### config.mk
export PLATFORM = sky130hd
export DESIGN_NAME = pid_frame_ctrl
export DESIGN_NICKNAME = d
export VERILOG_FILES = /design/src/rtl/pid_frame_ctrl.sv
export SDC_FILE = /design/constraint.sdc
export NUM_CORES = 1
export LEC_CHECK = 0
export CORE_MARGIN = 2
export CORE_UTILIZATION = 56
export CTS_CLUSTER_SIZE = 30
export DETAILED_ROUTE_END_ITERATION = 7
export GPL_TIMING_DRIVEN = 0
export HOLD_SLACK_MARGIN = 0.06
export PLACE_DENSITY = 0.89
export SLEW_MARGIN = 0
export SYNTH_ARGS = -nofsm -noshare
export SYNTH_HDL_FRONTEND = slang
export SYNTH_SLANG_ARGS = --single-unit
### constraint.sdc
create_clock -name clk -period 3.9 [get_ports clk]
set_input_delay 1.17 -clock clk [delete_from_list [all_inputs] [get_ports clk]]
set_output_delay 1.17 -clock clk [all_outputs]
set_load 0.01 [all_outputs]
### src/rtl/pid_frame_ctrl.sv
// PID frame controller: turns each sensor sample into a start/done handshake with the PID engine and a clamped actuator command.
// Optional: define PID_FRAME_SLEW_EN to limit each command update to +/-SLEW_MAX.
module pid_frame_ctrl #(
  parameter int unsigned OUT_W       = 12,
  parameter int unsigned OFFSET      = 2048,
  parameter int unsigned SHIFT       = 4,
  parameter int unsigned TIMEOUT_CYC = 255,
  parameter int unsigned SLEW_MAX    = 64
) (
  input  logic             clk,
  input  logic             nrst,
  input  logic             en,
  input  logic             sample_valid,
  input  logic [31:0]      setpoint,
  input  logic [31:0]      measurement,
  input  logic [31:0]      pid_out,
  input  logic             pid_done,
  output logic             start_calc,
  output logic [31:0]      error,
  output logic [31:0]      delta_t,
  output logic [OUT_W-1:0] cmd,
  output logic             cmd_valid,
  output logic             busy,
  output logic             timeout,
  output logic [7:0]       overrun_cnt
);

  localparam int unsigned TMR_W = (TIMEOUT_CYC < 2) ? 1 : $clog2(TIMEOUT_CYC + 1);
  localparam int unsigned CW    = 33;
  localparam logic [TMR_W-1:0] TMR_LAST = TMR_W'(TIMEOUT_CYC - 1);
  localparam logic [CW-1:0]    CMD_MAX  = CW'((64'(1) << OUT_W) - 64'(1));
  localparam logic [CW-1:0]    OFF      = CW'(OFFSET);

  // Elaboration-time guard on parameter combinations that would break the command math.
  if ((64'(OFFSET) >= (64'(1) << OUT_W)) || (SLEW_MAX == 0)) begin : g_bad_params
    $error("pid_frame_ctrl: OFFSET must be below 2**OUT_W and SLEW_MAX nonzero");
  end

  typedef enum logic [1:0] {
    S_IDLE   = 2'd0,
    S_LAUNCH = 2'd1,
    S_WAIT   = 2'd2,
    S_APPLY  = 2'd3
  } state_t;

  state_t           r_state;
  logic             r_start_calc;
  logic [31:0]      r_error;
  logic [31:0]      r_delta_t;
  logic [OUT_W-1:0] r_cmd;
  logic             r_cmd_valid;
  logic             r_busy;
  logic             r_timeout;
  logic [7:0]       r_overrun;
  logic [31:0]      r_period;
  logic [TMR_W-1:0] r_timer;
  logic [31:0]      r_pid;

  // Sign-magnitude error = setpoint - measurement, saturating, with -0 folded to +0.
  logic        w_sp_s;
  logic        w_ms_s;
  logic [30:0] w_sp_m;
  logic [30:0] w_ms_m;
  logic [31:0] w_sum;
  logic [30:0] w_err_mag;
  logic        w_err_sign;
  logic [31:0] w_err;

  assign w_sp_s = setpoint[31];
  assign w_sp_m = setpoint[30:0];
  assign w_ms_s = measurement[31];
  assign w_ms_m = measurement[30:0];

  always_comb begin
    w_sum      = {1'b0, w_sp_m} + {1'b0, w_ms_m};
    w_err_mag  = '0;
    w_err_sign = 1'b0;
    if (w_sp_s != w_ms_s) begin
      w_err_mag  = w_sum[31] ? 31'h7FFF_FFFF : w_sum[30:0];
      w_err_sign = w_sp_s;
    end else if (w_sp_m >= w_ms_m) begin
      w_err_mag  = w_sp_m - w_ms_m;
      w_err_sign = w_sp_s;
    end else begin
      w_err_mag  = w_ms_m - w_sp_m;
      w_err_sign = ~w_sp_s;
    end
    if (w_err_mag == '0) begin
      w_err_sign = 1'b0;
    end
    w_err = {w_err_sign, w_err_mag};
  end

  // Command from the captured PID result: offset, clamp to the output range, optional slew limit.
  logic [CW-1:0] w_shifted;
  logic [CW-1:0] w_cmd_clamp;
  logic [CW-1:0] w_cmd_next;
`ifdef PID_FRAME_SLEW_EN
  localparam logic [CW-1:0] SLEW = CW'(SLEW_MAX);
  logic [CW-1:0] w_prev;
  assign w_prev = CW'(r_cmd);
`endif

  always_comb begin
    w_shifted   = CW'(r_pid[30:0] >> SHIFT);
    w_cmd_clamp = '0;
    if (r_pid[31]) begin
      w_cmd_clamp = (w_shifted > OFF) ? '0 : (OFF - w_shifted);
    end else begin
      w_cmd_clamp = ((OFF + w_shifted) > CMD_MAX) ? CMD_MAX : (OFF + w_shifted);
    end
`ifdef PID_FRAME_SLEW_EN
    if (w_cmd_clamp > (w_prev + SLEW)) begin
      w_cmd_next = w_prev + SLEW;
    end else if ((w_cmd_clamp + SLEW) < w_prev) begin
      w_cmd_next = w_prev - SLEW;
    end else begin
      w_cmd_next = w_cmd_clamp;
    end
`else
    w_cmd_next = w_cmd_clamp;
`endif
  end

  // Frame sequencer; everything freezes while en is low.
  always_ff @(posedge clk or negedge nrst) begin
    if (!nrst) begin
      r_state      <= S_IDLE;
      r_start_calc <= 1'b0;
      r_error      <= '0;
      r_delta_t    <= '0;
      r_cmd        <= OUT_W'(OFFSET);
      r_cmd_valid  <= 1'b0;
      r_busy       <= 1'b0;
      r_timeout    <= 1'b0;
      r_overrun    <= '0;
      r_period     <= '0;
      r_timer      <= '0;
      r_pid        <= '0;
    end else if (en) begin
      r_start_calc <= 1'b0;
      r_cmd_valid  <= 1'b0;
      if (r_period != 32'hFFFF_FFFF) begin
        r_period <= r_period + 32'd1;
      end
      if (sample_valid && (r_state != S_IDLE) && (r_overrun != 8'hFF)) begin
        r_overrun <= r_overrun + 8'd1;
      end
      case (r_state)
        S_IDLE: begin
          if (sample_valid) begin
            r_error      <= w_err;
            r_delta_t    <= r_period;
            r_period     <= 32'd1;
            r_start_calc <= 1'b1;
            r_busy       <= 1'b1;
            r_state      <= S_LAUNCH;
          end
        end
        S_LAUNCH: begin
          r_timer <= '0;
          r_state <= S_WAIT;
        end
        S_WAIT: begin
          if (pid_done) begin
            r_pid   <= pid_out;
            r_state <= S_APPLY;
          end else if (r_timer == TMR_LAST) begin
            r_timeout <= 1'b1;
            r_busy    <= 1'b0;
            r_state   <= S_IDLE;
          end else begin
            r_timer <= r_timer + TMR_W'(1);
          end
        end
        S_APPLY: begin
          r_cmd       <= OUT_W'(w_cmd_next);
          r_cmd_valid <= 1'b1;
          r_busy      <= 1'b0;
          r_state     <= S_IDLE;
        end
        default: begin
          r_busy  <= 1'b0;
          r_state <= S_IDLE;
        end
      endcase
    end
  end

  // Strobes are suppressed while disabled and resume once en returns.
  assign start_calc  = r_start_calc & en;
  assign cmd_valid   = r_cmd_valid & en;
  assign error       = r_error;
  assign delta_t     = r_delta_t;
  assign cmd         = r_cmd;
  assign busy        = r_busy;
  assign timeout     = r_timeout;
  assign overrun_cnt = r_overrun;

endmodule
==> out/summary.txt, run 1 <==
number of multi-input combinational cells: 1242
final critical-path setup slack: -0.549 ns
CP cell instances: buf_6 -> inv_2 -> ha_4 -> buf_6 -> nand4_1 -> nor4_4 -> a22oi_2 -> nand3_4 -> nor2_4 -> buf_12 -> buf_12 -> buf_6 -> a21oi_1 -> a22oi_1 -> a21oi_2 -> nand4_1 -> nor4_2 -> a31oi_1
sequential group power: 2670 uW
largest combinational cell category by area: AND-OR/OR-AND gates
busiest grt layer: met2
depth of the worst hold-timing path: 2
Setup Viol. Count Final: 11
Min Clock Period, post-route: 4.45 ns
final HPWL from detailed placement: 32.8 mm
instance area at placement: 15500 sq um
run status: complete, but fails checks
fraction of met2 tracks used by global routing: 0.645
Hold Path Class: flip-flop to flip-flop
Clock Power Share: 0.190
proportion of final cell area spent on non-clock buffers: 0.185
1st-pass router iterations: 8
GRT Resource Usage Total: 0.384
drt drc: 21
violations in the final reports: design-rule violations, negative setup slack
post-CTS sizing: 406
most instantiated logic cells after routing: sky130_fd_sc_hd__nand2_1, sky130_fd_sc_hd__dfrtp_1, sky130_fd_sc_hd__a21oi_1, sky130_fd_sc_hd__clkdlybuf4s50_1, sky130_fd_sc_hd__nor2_1
Most common cell on crit path: sky130_fd_sc_hd__buf_6
number of distinct library cells after synthesis: 89
largest fanout on the critical path: 10
actual transition at the worst max-transition pin: 1.27 ns
CTS tree: yes
**Run 1: M3 wires**

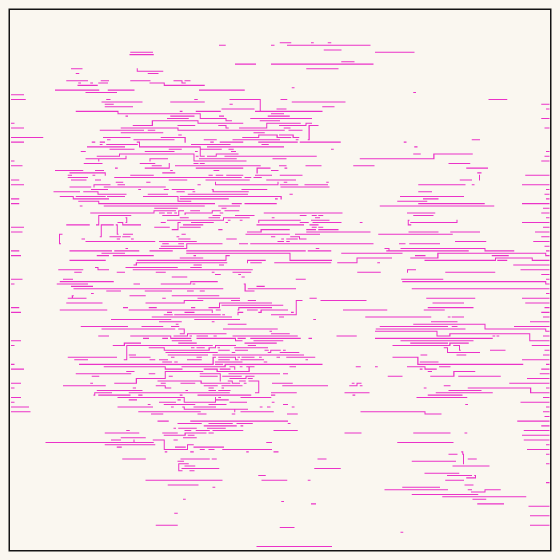
- share of all routed wire: 11%
- longest straight run: 42.8 um
- main direction: horizontal
- wire length on this layer: 5440 um
- nets with wire on the layer: 493

**Run 1: floorplan with the power grid**

The bar under the picture is 50 um long. Pins as bars on the die edge.
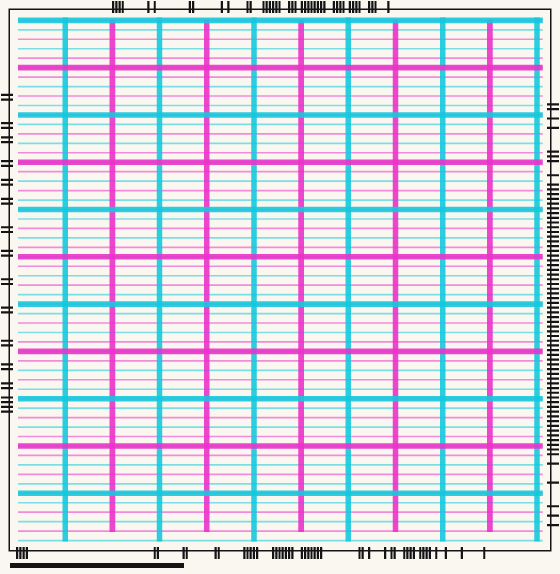
- VSS: cyan
- VDD: magenta
- met5 straps: 11
- rows: 55
- met4 straps: 11
- signal pins: 189
- met1 rails: 56

**Run 1: signal wires by layer**

The bar under the picture is 50 um long. Only two layers are drawn.
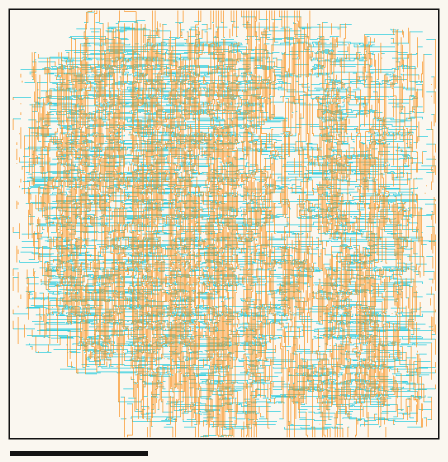
- metal 1: cyan (wire length 17500 um)
- metal 2: orange (wire length 23.0 mm)

**Run 1: the clock network**

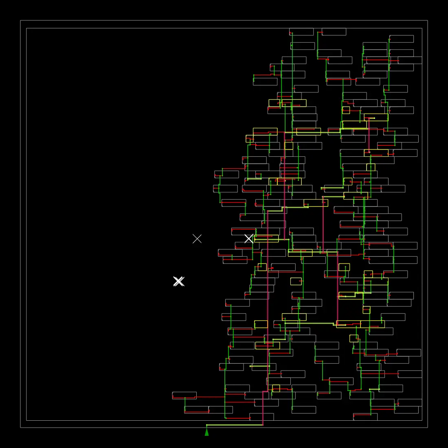
clock network latency to the later pin of the worst-skew pair: 0.43 ns
Num CTS Buffers: 17

**Run 1: M2 wires**

The bar under the picture is 50 um long.
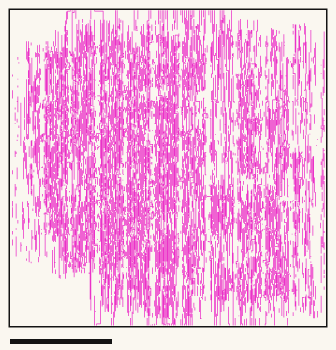

--- run 2 (diff from run 1) ---
--- a/config.mk
+++ b/config.mk
@@ -10,8 +10,7 @@
 export CTS_CLUSTER_SIZE = 30
 export DETAILED_ROUTE_END_ITERATION = 7
 export GPL_TIMING_DRIVEN = 0
-export HOLD_SLACK_MARGIN = 0.06
-export PLACE_DENSITY = 0.89
+export PLACE_DENSITY = 0.9
 export SLEW_MARGIN = 0
 export SYNTH_ARGS = -nofsm -noshare
 export SYNTH_HDL_FRONTEND = slang
**Run 2: M2 wires**

The bar under the picture is 50 um long.
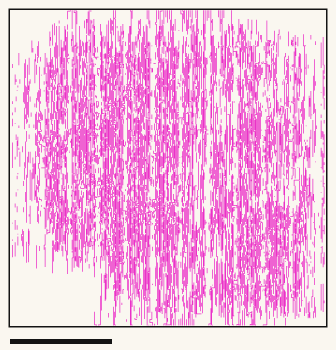
- main direction: vertical
- share of all routed wire: 46%
- longest straight run: 52.2 um
- nets with wire on the layer: 1849
- wire length on this layer: 22.4 mm

==> run 2 against run 1 <==
- the flow still finishes with violations (design-rule violations, negative setup slack)
- sequential power barely moved
- via count fell by 0.73%
- non-clock buffer count fell by 12
- final area fell by 1.9%
- total power rose by 0.45%
- worst setup slack improved by 0.16 ns
- clock power rose by 7%
- critical path type unchanged
- routed wire length fell by 3.0%
- register-to-register slack got worse by 0.43 ns
- die size did not move
==> out/summary.txt, run 2 <==
total number of warnings across the stage logs: 101
Num CTS Buffers: 17 (unchanged)
Worst path max stage delay: 0.47 ns
Min Clock Period, post-route: 4.29 ns (-0.159 ns)
largest combinational cell category by area: AND-OR/OR-AND gates
number of multi-input combinational cells: 1242 (unchanged)
sequential group power: 2680 uW (about the same)
Clock Power Share: 0.203 (+0.013)
CP cell instances: buf_8 -> inv_4 -> ha_4 -> buf_6 -> nand4_1 -> nor3_2 -> o21ai_2 -> a2111oi_4 -> nor2_4 -> buf_12 -> buf_12 -> buf_4 -> a21oi_1 -> xor2_1 -> nor2_1 -> and3b_1 -> o211ai_1 -> nor4_2 -> a31oi_1
final HPWL from detailed placement: 32.7 mm (-0.46%)
drt drc: 7 (-67%)
proportion of final cell area spent on non-clock buffers: 0.173 (-0.0128)
actual transition at the worst max-transition pin: 1.03 ns (-0.239 ns)
run status: complete, but fails checks
fraction of met2 tracks used by global routing: 0.650 (+0.00466)
instance area at placement: 15500 sq um (unchanged)
CTS tree: yes
number of distinct library cells after synthesis: 89 (unchanged)
most instantiated logic cells after routing: sky130_fd_sc_hd__nand2_1, sky130_fd_sc_hd__dfrtp_1, sky130_fd_sc_hd__a21oi_1, sky130_fd_sc_hd__clkdlybuf4s50_1, sky130_fd_sc_hd__nor2_1
violations in the final reports: design-rule violations, negative setup slack
count of nets after finishing: 2103
fraction of standard cell area that is sequential: 0.222
Most common cell on crit path: sky130_fd_sc_hd__buf_12
clock network latency to the later pin of the worst-skew pair: 0.44 ns (about the same)
final critical-path setup slack: -0.390 ns (+0.159 ns)
Setup Viol. Count Final: 4 (-7)
post-CTS sizing: 376 (-7.4%)
cell group occupying the most layout area: logic gates
depth of the worst hold-timing path: 1 (-1)
--- run 3 (diff from run 2) ---
--- a/config.mk
+++ b/config.mk
@@ -11,7 +11,6 @@
 export DETAILED_ROUTE_END_ITERATION = 7
 export GPL_TIMING_DRIVEN = 0
 export PLACE_DENSITY = 0.9
-export SLEW_MARGIN = 0
 export SYNTH_ARGS = -nofsm -noshare
 export SYNTH_HDL_FRONTEND = slang
 export SYNTH_SLANG_ARGS = --single-unit
**Run 3: the clock network**

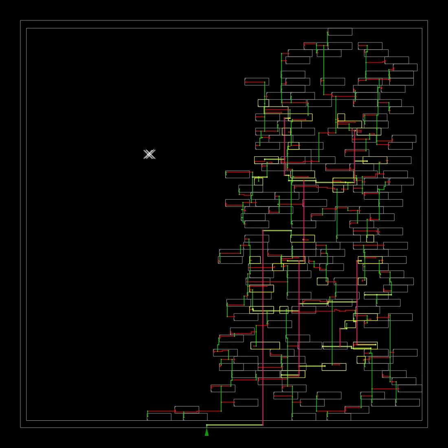
power consumed by the clock network: 1690 uW
post-route clock skew: 0.0121 ns
clkbuf count: 17
clock network latency to the later pin of the worst-skew pair: 0.44 ns

==> run 3 against run 2 <==
- the run still ends with design-rule violations, negative setup slack left
- worst setup slack stayed put
- critical endpoint unchanged
- final area unchanged
- core utilization unchanged
- highest routed layer unchanged
- fmax unchanged
- critical path type unchanged
- global-route usage stayed put
- critical path depth is the same
- total power is the same
==> out/summary.txt, run 3 <==
run status: complete, but fails checks
violations in the final reports: design-rule violations, negative setup slack
actual transition at the worst max-transition pin: 1.03 ns (unchanged)
CTS tree: yes
area share of the largest cell type after synthesis: 0.306
largest fanout on the critical path: 7
Levels on crit path: 19
overall die height: 155 um
final critical-path setup slack: -0.390 ns (unchanged)
Most common cell on crit path: sky130_fd_sc_hd__buf_12
proportion of final cell area spent on non-clock buffers: 0.173 (unchanged)
maximum number of pins on one net before global-route repair: 104
adder share: 0.105
count of nets after finishing: 2103 (unchanged)
number of distinct library cells after synthesis: 89 (unchanged)
Routability Congestion: 0.975
hold-fix buffers at CTS: 0
post-CTS sizing: 376 (unchanged)
drt drc: 7 (unchanged)
tapcell count: 285
fraction of met2 tracks used by global routing: 0.650 (unchanged)
fraction of standard cell area that is sequential: 0.222 (unchanged)
total number of warnings across the stage logs: 101 (unchanged)
Setup Viol. Count Final: 4 (unchanged)
instance area at placement: 15500 sq um (unchanged)
number of standard-cell rows in the floorplan: 55
CP cell instances: buf_8 -> inv_4 -> ha_4 -> buf_6 -> nand4_1 -> nor3_2 -> o21ai_2 -> a2111oi_4 -> nor2_4 -> buf_12 -> buf_12 -> buf_4 -> a21oi_1 -> xor2_1 -> nor2_1 -> and3b_1 -> o211ai_1 -> nor4_2 -> a31oi_1
Clock Power Share: 0.203 (about the same)
Worst path max stage delay: 0.47 ns (about the same)
cell group occupying the most layout area: logic gates
Num CTS Buffers: 17 (unchanged)
final HPWL from detailed placement: 32.7 mm (unchanged)
element type at the critical path start: primary input
most instantiated logic cells after routing: sky130_fd_sc_hd__nand2_1, sky130_fd_sc_hd__dfrtp_1, sky130_fd_sc_hd__a21oi_1, sky130_fd_sc_hd__clkdlybuf4s50_1, sky130_fd_sc_hd__nor2_1
depth of the worst hold-timing path: 1 (unchanged)
No activity file was given, so power comes from the tool's default toggle rates.
